==> config.mk <==
export PLATFORM = sky130hd
export DESIGN_NAME = ddr_cmd_issuer
export DESIGN_NICKNAME = d
export VERILOG_FILES = /design/src/rtl/ddr_cmd_issuer_pkg.sv /design/src/rtl/ddr_cmd_issuer_rd_track.sv /design/src/rtl/ddr_cmd_issuer.sv
export SDC_FILE = /design/constraint.sdc
export NUM_CORES = 1
export LEC_CHECK = 0
export ABC_AREA = 1
export CAP_MARGIN = 10
export CORE_AREA = 2 2 245 247
export CTS_BUF_LIST = sky130_fd_sc_hd__clkbuf_4
export DETAILED_ROUTE_END_ITERATION = 10
export DIE_AREA = 0 0 247 249
export GPL_TIMING_DRIVEN = 0
export PLACE_DENSITY = 0.77
export RECOVER_POWER = 100
export SLEW_MARGIN = 40
export SYNTH_ARGS = -nofsm -noshare
export SYNTH_HDL_FRONTEND = slang
export SYNTH_SLANG_ARGS = --single-unit
==> constraint.sdc <==
create_clock -name clk -period 4.2 [get_ports clk]
set_clock_uncertainty 0.15 [all_clocks]
set_input_delay 1.26 -clock clk [delete_from_list [all_inputs] [get_ports clk]]
set_output_delay 1.26 -clock clk [all_outputs]
set_load 0.02 [all_outputs]
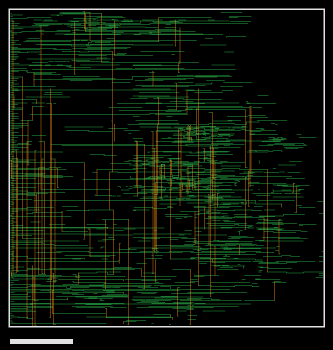
Figure 1: signal wires by layer.
Bar = 50 µm. Only two layers are drawn.
Orange is M4, wire length 4640 µm. Green is M3, wire length 17300 µm.
total wire length: 118000 µm
number of vias in the routed layout: 24100
average wire per cell in the routed design: 26.5 µm
global routing usage summed across all routing layers: 0.388

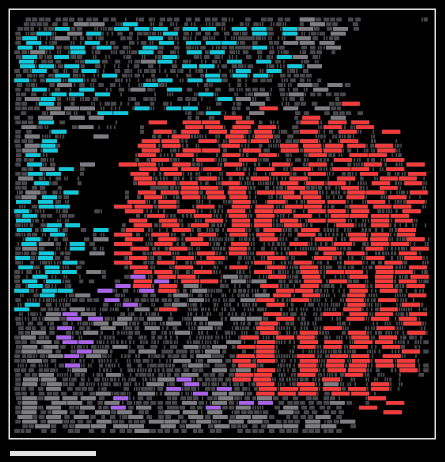
Figure 2: register map, names as in the netlist.
Bar = 50 µm. Other sequential cells in the stronger gray, the rest of the logic in the fainter gray.
Cyan is app_wdata, placed flops 128. Purple is app_addr, placed flops 27. Red is u_rd_track.len_mem, placed flops 384.
FF/Latch Area: 0.0200 mm²
share of the core filled with cells: 0.651
sequential cell area share: 0.524
sequential group power: 0.00980 W

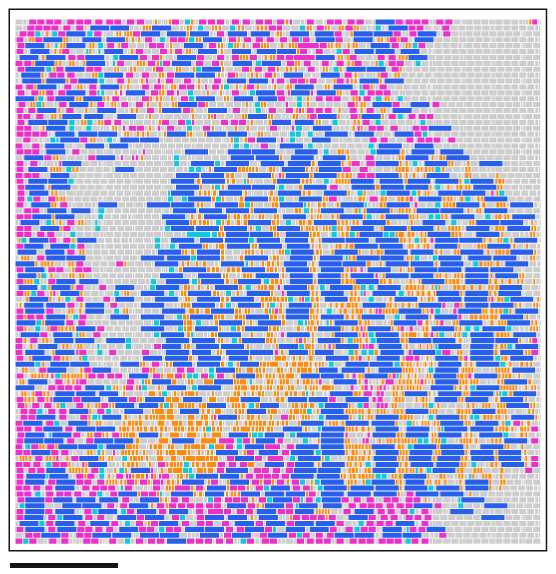
Figure 3: placement by cell class.
Bar = 50 µm. Fill, decap, tap and diode cells in gray.
Cyan is clock drivers and dummy loads, cells 323, share of their area 6.1%. Magenta is remaining buffers and delay cells, cells 755, share of their area 19%. Blue is sequential cells, cells 723, share of their area 54%. Orange is remaining logic cells, cells 1864, share of their area 21%.
core outline area: 0.0587 mm²
finished layout cell area: 0.0382 mm²
floorplan row count: 89

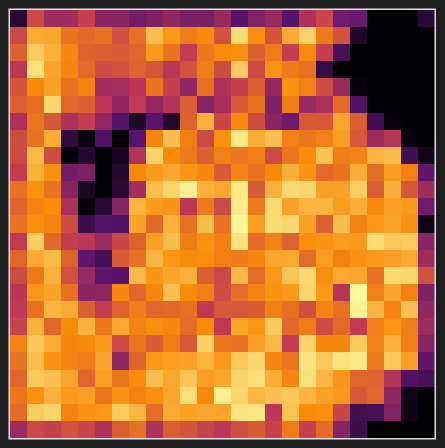
Figure 4: cell density map.
25 x 25 tiles, from black (low) to pale yellow (high), 0 to 100% covered.
The fullest tile reaches 99%. 34% of the tiles are over 75% full. The emptiest ninth of the die: north-east. 6.9% of the tiles are nearly empty.
Core Density at Floorplan: 0.485

==> changes_impl.md <==
### Changed

* Max reg flops at 384
* Part of the total power dissipated in the clock network at 0.247
* Mux frac, synth at 0.00105
* Post-placement worst setup slack at -0.422 ns
* Final critical delay including setup and external delays at 4.11 ns
* Clock tree from TritonCTS: yes
* Placed Instances at 4114
* Share of power burned in registers at 0.408
* Final Hold Violation Tally at 0
* Violated checks: max-capacitance violations, max-slew violations
* Category of cells accounting for the largest share of critical-path delay: buffers and inverters
* First drt pass iteration count at 8
* Count of hold buffers inserted by post-cts repair at 1
* Required time of the critical path at 2.79 ns
* Final critical-path share of the clock period at 0.978
* Synthesized area divided by synthesized cell count at 10.5 µm²
* Number of global-route vias before repair at 23000
* Switching Power at 0.00943 W
* Delay of the slowest critical-path stage at 0.74 ns
* Remaining global-route overflow at 0
* Total die size at 0.0615 mm²
* Clk latency late pin at 1.04 ns
* Max cap viols at 1
* Count of cell instances traversed by the critical path at 2
* Fraction of area in clock buffers and inverters at 0.0594
* Leakage power at 17.0 nW
* Violation count after the first detailed-routing iteration at 3546
* Simple-Gate Fraction of Synth Area at 0.207
* Area of the multi-input gates at 0.00709 mm²
* Setup repair after global routing missed its margin: false
* Number of top-level pins at 628
* Main flop type: sky130_fd_sc_hd__edfxtp_1
* Number of max-slew violations in the final report at 31
* Number of buffers on the longest clock path at 3
* CTS Buf Count at 180
* Area reported by Yosys stat at 0.0285 mm²
* Post-synthesis cell type with the largest instance count: sky130_fd_sc_hd__nand2_1
* Cell group occupying the most layout area: registers
* Run status: finished, violations left
* Internal Power at 0.0146 W
-- stage by stage --
step / TNS, ns / total power (W)
global route: 0 / 0.0250
finish: 0 / 0.0240
global placement: -4609.79 / 0.0182
detailed placement: -86.20 / 0.0184
floorplan: 0 / 0.0138
CTS: 0 / 0.0242
-- metal layers --
layer | vias up | GRT usage | part of all wire
met5 | - | 0.0151 | 0.0017
met4 | 30 | 0.153 | 0.039
met3 | 275 | 0.156 | 0.15
met2 | 1771 | 0.561 | 0.44
met1 | 11600 | 0.521 | 0.37
li1 | 10500 | - | -
-- worst min-delay path, cell delays in order, from the launching register on --
cell,delay [ns]
sky130_fd_sc_hd__dfrtp_1,0.34
sky130_fd_sc_hd__nand2_1,0.05
sky130_fd_sc_hd__nand2_1,0.05
Power and IR drop assume default switching activity.
